zoom.png
The bar under the picture is 10 um long. Window x 54 to 94, y 11 to 51 um. Cells in gray, sequential cells in the stronger gray; small squares are vias.
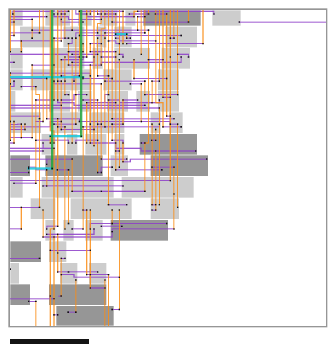
final_congestion.png
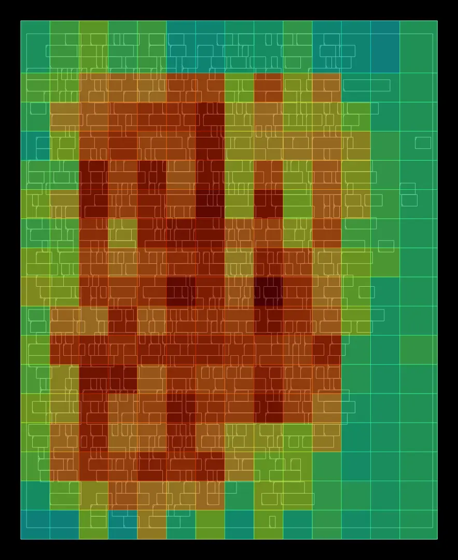
--- src/rtl/icevga_cmd_pkg.sv ---
// Shared opcode constants, argument counts and FSM encodings for the command decoder.
package icevga_cmd_pkg;

  localparam logic [7:0] OP_NOP      = 8'h00;
  localparam logic [7:0] OP_SET_ADDR = 8'h01;
  localparam logic [7:0] OP_WRITE    = 8'h02;
  localparam logic [7:0] OP_SET_PAL  = 8'h03;
  localparam logic [7:0] OP_SET_BG   = 8'h04;

  typedef enum logic [1:0] {
    ST_FETCH,
    ST_ACK,
    ST_RELEASE
  } fetch_state_t;

  typedef enum logic [1:0] {
    ST_OPCODE,
    ST_ARGS,
    ST_EXEC
  } cmd_state_t;

  function automatic logic op_known(input logic [7:0] op);
    return op <= OP_SET_BG;
  endfunction

  function automatic logic [1:0] arg_count(input logic [7:0] op);
    case (op)
      OP_SET_ADDR: return 2'd2;
      OP_WRITE:    return 2'd1;
      OP_SET_PAL:  return 2'd3;
      OP_SET_BG:   return 2'd2;
      default:     return 2'd0;
    endcase
  endfunction

endpackage

--- src/rtl/cmd_byte_fetch.sv ---
// Four-phase byte handshake with the shared command register; emits a one-cycle
// byte_valid pulse per consumed byte.
module cmd_byte_fetch
  import icevga_cmd_pkg::*;
(
  input  logic       clk,
  input  logic       nrst,
  input  logic       cmd_avail,
  input  logic [7:0] cmd_data,
  output logic       cmd_rd,
  output logic       byte_valid,
  output logic [7:0] byte_data
);

  fetch_state_t state_q, state_d;
  logic         rd_q, rd_d;
  logic         valid_q, valid_d;
  logic [7:0]   byte_q, byte_d;

  always_comb begin
    state_d = state_q;
    rd_d    = 1'b0;
    valid_d = 1'b0;
    byte_d  = byte_q;
    case (state_q)
      ST_FETCH: begin
        if (cmd_avail) begin
          byte_d  = cmd_data;
          rd_d    = 1'b1;
          valid_d = 1'b1;
          state_d = ST_ACK;
        end
      end
      ST_ACK:     state_d = ST_RELEASE;
      // Wait for the register to drop avail so the same byte is never re-read.
      ST_RELEASE: if (!cmd_avail) state_d = ST_FETCH;
      default:    state_d = ST_FETCH;
    endcase
  end

  always_ff @(posedge clk) begin
    if (nrst) begin
      state_q <= ST_FETCH;
      rd_q    <= 1'b0;
      valid_q <= 1'b0;
      byte_q  <= 8'h00;
    end else begin
      state_q <= state_d;
      rd_q    <= rd_d;
      valid_q <= valid_d;
      byte_q  <= byte_d;
    end
  end

  assign cmd_rd     = rd_q;
  assign byte_valid = valid_q;
  assign byte_data  = byte_q;

endmodule

--- src/rtl/cmd_decoder.sv ---
// Command decoder: assembles opcode+argument bytes and drives framebuffer/palette/background.
// Optional CMD_DECODER_ERRCNT_EN adds a saturating unknown-opcode counter (err_count).
module cmd_decoder
  import icevga_cmd_pkg::*;
(
  input  logic        clk,
  input  logic        nrst,
  input  logic        cmd_avail,
  input  logic [7:0]  cmd_data,
  output logic        cmd_rd,
  output logic        fb_we,
  output logic [15:0] fb_addr,
  output logic [7:0]  fb_wdata,
  output logic        pal_we,
  output logic [3:0]  pal_idx,
  output logic [11:0] pal_rgb,
  output logic [11:0] bg_rgb,
  output logic        busy
`ifdef CMD_DECODER_ERRCNT_EN
  ,
  output logic [7:0]  err_count
`endif
);

  logic       byte_valid;
  logic [7:0] byte_data;

  cmd_byte_fetch u_fetch (
    .clk       (clk),
    .nrst      (nrst),
    .cmd_avail (cmd_avail),
    .cmd_data  (cmd_data),
    .cmd_rd    (cmd_rd),
    .byte_valid(byte_valid),
    .byte_data (byte_data)
  );

  cmd_state_t  state_q, state_d;
  logic [7:0]  opcode_q, opcode_d;
  logic [1:0]  arg_cnt_q, arg_cnt_d;
  logic [7:0]  arg0_q, arg0_d;
  logic [7:0]  arg1_q, arg1_d;
  logic        fb_we_q, fb_we_d;
  logic [15:0] fb_addr_q, fb_addr_d;
  logic [7:0]  fb_wdata_q, fb_wdata_d;
  logic        pal_we_q, pal_we_d;
  logic [3:0]  pal_idx_q, pal_idx_d;
  logic [11:0] pal_rgb_q, pal_rgb_d;
  logic [11:0] bg_rgb_q, bg_rgb_d;
  logic        busy_q, busy_d;
`ifdef CMD_DECODER_ERRCNT_EN
  logic [7:0]  err_count_q, err_count_d;
`endif

  always_comb begin
    state_d    = state_q;
    opcode_d   = opcode_q;
    arg_cnt_d  = arg_cnt_q;
    arg0_d     = arg0_q;
    arg1_d     = arg1_q;
    fb_we_d    = 1'b0;
    fb_addr_d  = fb_addr_q;
    fb_wdata_d = fb_wdata_q;
    pal_we_d   = 1'b0;
    pal_idx_d  = pal_idx_q;
    pal_rgb_d  = pal_rgb_q;
    bg_rgb_d   = bg_rgb_q;
`ifdef CMD_DECODER_ERRCNT_EN
    err_count_d = err_count_q;
`endif
    case (state_q)
      ST_OPCODE: begin
        if (byte_valid) begin
          if (op_known(byte_data)) begin
            opcode_d  = byte_data;
            arg_cnt_d = 2'd0;
            state_d   = (arg_count(byte_data) == 2'd0) ? ST_EXEC : ST_ARGS;
          end
`ifdef CMD_DECODER_ERRCNT_EN
          else if (err_count_q != 8'hFF) begin
            err_count_d = err_count_q + 8'd1;
          end
`endif
        end
      end
      ST_ARGS: begin
        if (byte_valid) begin
          arg_cnt_d = arg_cnt_q + 2'd1;
          if (arg_cnt_q == 2'd0) arg0_d = byte_data;
          if (arg_cnt_q == 2'd1) arg1_d = byte_data;
          // Final byte: act on it directly so outputs are valid during EXEC.
          if (arg_cnt_q + 2'd1 == arg_count(opcode_q)) begin
            state_d = ST_EXEC;
            case (opcode_q)
              OP_SET_ADDR: fb_addr_d = {byte_data, arg0_q};
              OP_WRITE: begin
                fb_wdata_d = byte_data;
                fb_we_d    = 1'b1;
              end
              OP_SET_PAL: begin
                pal_idx_d = arg0_q[3:0];
                pal_rgb_d = {arg1_q, byte_data[3:0]};
                pal_we_d  = 1'b1;
              end
              OP_SET_BG: bg_rgb_d = {arg0_q, byte_data[3:0]};
              default: ;
            endcase
          end
        end
      end
      ST_EXEC: begin
        state_d = ST_OPCODE;
        if (fb_we_q) fb_addr_d = fb_addr_q + 16'd1;
      end
      default: state_d = ST_OPCODE;
    endcase
    busy_d = (state_d != ST_OPCODE);
  end

  always_ff @(posedge clk) begin
    if (nrst) begin
      state_q    <= ST_OPCODE;
      opcode_q   <= OP_NOP;
      arg_cnt_q  <= 2'd0;
      arg0_q     <= 8'h00;
      arg1_q     <= 8'h00;
      fb_we_q    <= 1'b0;
      fb_addr_q  <= 16'h0000;
      fb_wdata_q <= 8'h00;
      pal_we_q   <= 1'b0;
      pal_idx_q  <= 4'h0;
      pal_rgb_q  <= 12'h000;
      bg_rgb_q   <= 12'h000;
      busy_q     <= 1'b0;
`ifdef CMD_DECODER_ERRCNT_EN
      err_count_q <= 8'h00;
`endif
    end else begin
      state_q    <= state_d;
      opcode_q   <= opcode_d;
      arg_cnt_q  <= arg_cnt_d;
      arg0_q     <= arg0_d;
      arg1_q     <= arg1_d;
      fb_we_q    <= fb_we_d;
      fb_addr_q  <= fb_addr_d;
      fb_wdata_q <= fb_wdata_d;
      pal_we_q   <= pal_we_d;
      pal_idx_q  <= pal_idx_d;
      pal_rgb_q  <= pal_rgb_d;
      bg_rgb_q   <= bg_rgb_d;
      busy_q     <= busy_d;
`ifdef CMD_DECODER_ERRCNT_EN
      err_count_q <= err_count_d;
`endif
    end
  end

  assign fb_we    = fb_we_q;
  assign fb_addr  = fb_addr_q;
  assign fb_wdata = fb_wdata_q;
  assign pal_we   = pal_we_q;
  assign pal_idx  = pal_idx_q;
  assign pal_rgb  = pal_rgb_q;
  assign bg_rgb   = bg_rgb_q;
  assign busy     = busy_q;
`ifdef CMD_DECODER_ERRCNT_EN
  assign err_count = err_count_q;
`endif

endmodule

--- config.mk ---
export PLATFORM = sky130hd
export DESIGN_NAME = cmd_decoder
export DESIGN_NICKNAME = d
export VERILOG_FILES = /design/src/rtl/icevga_cmd_pkg.sv /design/src/rtl/cmd_byte_fetch.sv /design/src/rtl/cmd_decoder.sv
export SDC_FILE = /design/constraint.sdc
export NUM_CORES = 1
export LEC_CHECK = 0
export ABC_AREA = 0
export CELL_PAD_IN_SITES_DETAIL_PLACEMENT = 1
export CELL_PAD_IN_SITES_GLOBAL_PLACEMENT = 1
export CORE_ASPECT_RATIO = 1.25
export CORE_MARGIN = 1
export CORE_UTILIZATION = 37
export DETAILED_ROUTE_END_ITERATION = 7
export GPL_TIMING_DRIVEN = 0
export MAX_ROUTING_LAYER = met4
export PLACE_DENSITY = 0.86
export RECOVER_POWER = 25
export SLEW_MARGIN = 20
export SYNTH_ARGS = -nofsm -noshare
export SYNTH_HDL_FRONTEND = slang
export SYNTH_SLANG_ARGS = --single-unit
--- constraint.sdc ---
create_clock -name clk -period 2.2 [get_ports clk]
set_input_delay 0.22 -clock clk [delete_from_list [all_inputs] [get_ports clk]]
set_output_delay 0.22 -clock clk [all_outputs]
set_load 0.01 [all_outputs]
==> flow_summary.yaml <==
# flow metrics
layout:
  final_common_cell: "dfxtp_1"
  largest_reg_flops: 16
  mostFrequentLayoutCells: "dfxtp_1, nor2_1, nand2_1, mux2i_1, clkdlybuf4s50_1"
  drive_gt1_share_pct: 18.1
  nNonClkBuffers: 124
  comb_share_pct: 40.8
  seq_cell_count: 94
  stdcell_area_mm2: 0.00587
  final-clk-cell-share_pct: 5.07
  nNetsFinal: 585
  fin_util_pct: 52.2
  comb_area_mm2: 0.00239
  n_fill_cell: 1247
  num-clock-buffers: 10
  seqCellArea_mm2: 0.00189
  seq_share_pct: 32.2
floorplanning:
  floorplan.core_util_pct: 38.4
  rows: 43
  taps: 135
  boundaryPins: 67
  die_w_um: 98.6
clock_tree:
  htreeDepth: 3
  post_cts_buffers: 7
  cts-resized-gates: 18
  cts_root_buf: "clkbuf_16"
  clock_sinks: 94
  cts_tree: "built"
  clockBufferDepth: 2
  cts-hold-fix-buffers: 0
  numCtsBuffers: 9
critical_path:
  worstPathCellList: "inv_2, ha_4, buf_12, nor2_1, nand2_1, o2111a_1, a21o_2, a2111oi_1, a31o_1"
  cp-startpoint: "arg_cnt_q[1]$_SDFFE_PP0P_"
  startpoint_type: "flip-flop"
  crit_required_ps: 2500
  crit_family: "AND-OR/OR-AND gates"
  r2r_end: "fb_addr[11]$_SDFFE_PP0P_"
  crit_end: "fb_addr[11]$_SDFFE_PP0P_"
  reg2reg_slack_ps: -60
  cp_max_fo: 5
  crit_type: "reg -> reg"
  cpMaxStageDelayCell: "a2111oi_1"
  endpoint_kind: "flip-flop"
  r2r_start: "arg_cnt_q[1]$_SDFFE_PP0P_"
  slowest_delay_ps: 580
  worst-path-stages: 9
pwr:
  leakage_uw: 0.00245
  pg_comb_uw: 234
  combPwrFrac_pct: 6.5
  ir_drop_mv: 0.400
  switching_share_pct: 25.4
  switching_power_uw: 918
  seq_power_share_pct: 48.3
  power_clock_uw: 1630
  powerSeq_uw: 1740
grt:
  overflow: 0
  grt_pass1_vias: 4399
  grt_max_degree: 17
  grt-busiest-layer: "met2"
  antenna_found_initial: 0
  grt_pass1_wl_um: 22800
worst_hold_path:
  whs_path_depth: 2
  hold_end: "state_q[1]$_SDFF_PP0_"
  hold_class: "in -> reg"
run:
  warning_count: 29
yosys:
  synth.most_common_cell: "dfxtp_1"
  syn_area_mm2: 0.00432
  ys_cells: 472
  synthAdderAreaFrac_pct: 0.870
  top_cell_area_share_pct: 43.6
  simple_gate_area_share_pct: 20.3
  edf_count: 0
  syn_inst: 472
  synth_cell_types: 62
  ys_top_cells_by_area: "dfxtp_1, mux2i_1, nor2_1, nand2_1, o32ai_2"
  common_cells: "dfxtp_1, nor2_1, nand2_1"
  syn-num-nets: 486
  avgSynthCellArea_um2: 9.15
  synthAoiAreaFrac_pct: 19.2
  synth_flops: 94
  top_logic_kind: "simple AND/OR/NAND/NOR gates"
sta:
  finalCritPeriodShare_pct: 103
  skew_ps: 10.6
  relSlewSlack_pct: 47.2
  finalMaxSlewViolations: 0
  tightest_slew_ps: 792
  fmax_ghz: 0.442
  final.setup.worst_slack_ps: -64.9
  rsz0062_at_grt: "true"
  setup_violations: 2
  fin_tns_setup_ps: -76.0
routing:
  met3WireLength_um: 705
  m1WireLength_um: 6060
  num_vias: 4212
  drt-pass1-iter-count: 4
  viasPerCell: 5.92
  antenna_left: 0
  dr_wl_met2_um: 8560
  top_layer: "met4"
  remaining_drc_errors: 0
  routed_wirelength_um: 16100
outcome:
  status: "finished, violations left"
  violations: "setup timing"
placement:
  dp.cells: 672
  hpwl_um: 9850
  place_ws_ps: -367
  dpl_cell_area_mm2: 0.00515
Back to the opening pictures, zoom.png:
Key: orange = met2; purple = met1; cyan = met3; green = met4
54 logic cells have their middle in the window. Sequential cells in the window: 8. Netlist names of flops here include opcode_q (7), state_q (1). Most frequent: dfxtp_1 (8), nor2_1 (6), and2_1 (5).

Back to the opening pictures, final_congestion.png:
met1 Use GR: 27.2%
GRT Total Usage: 25.6%
WL per Instance: 22.6 um
GRT met3 Usage: 3.99%

Power figures rest on the tool's default switching activity, not on a simulated workload.
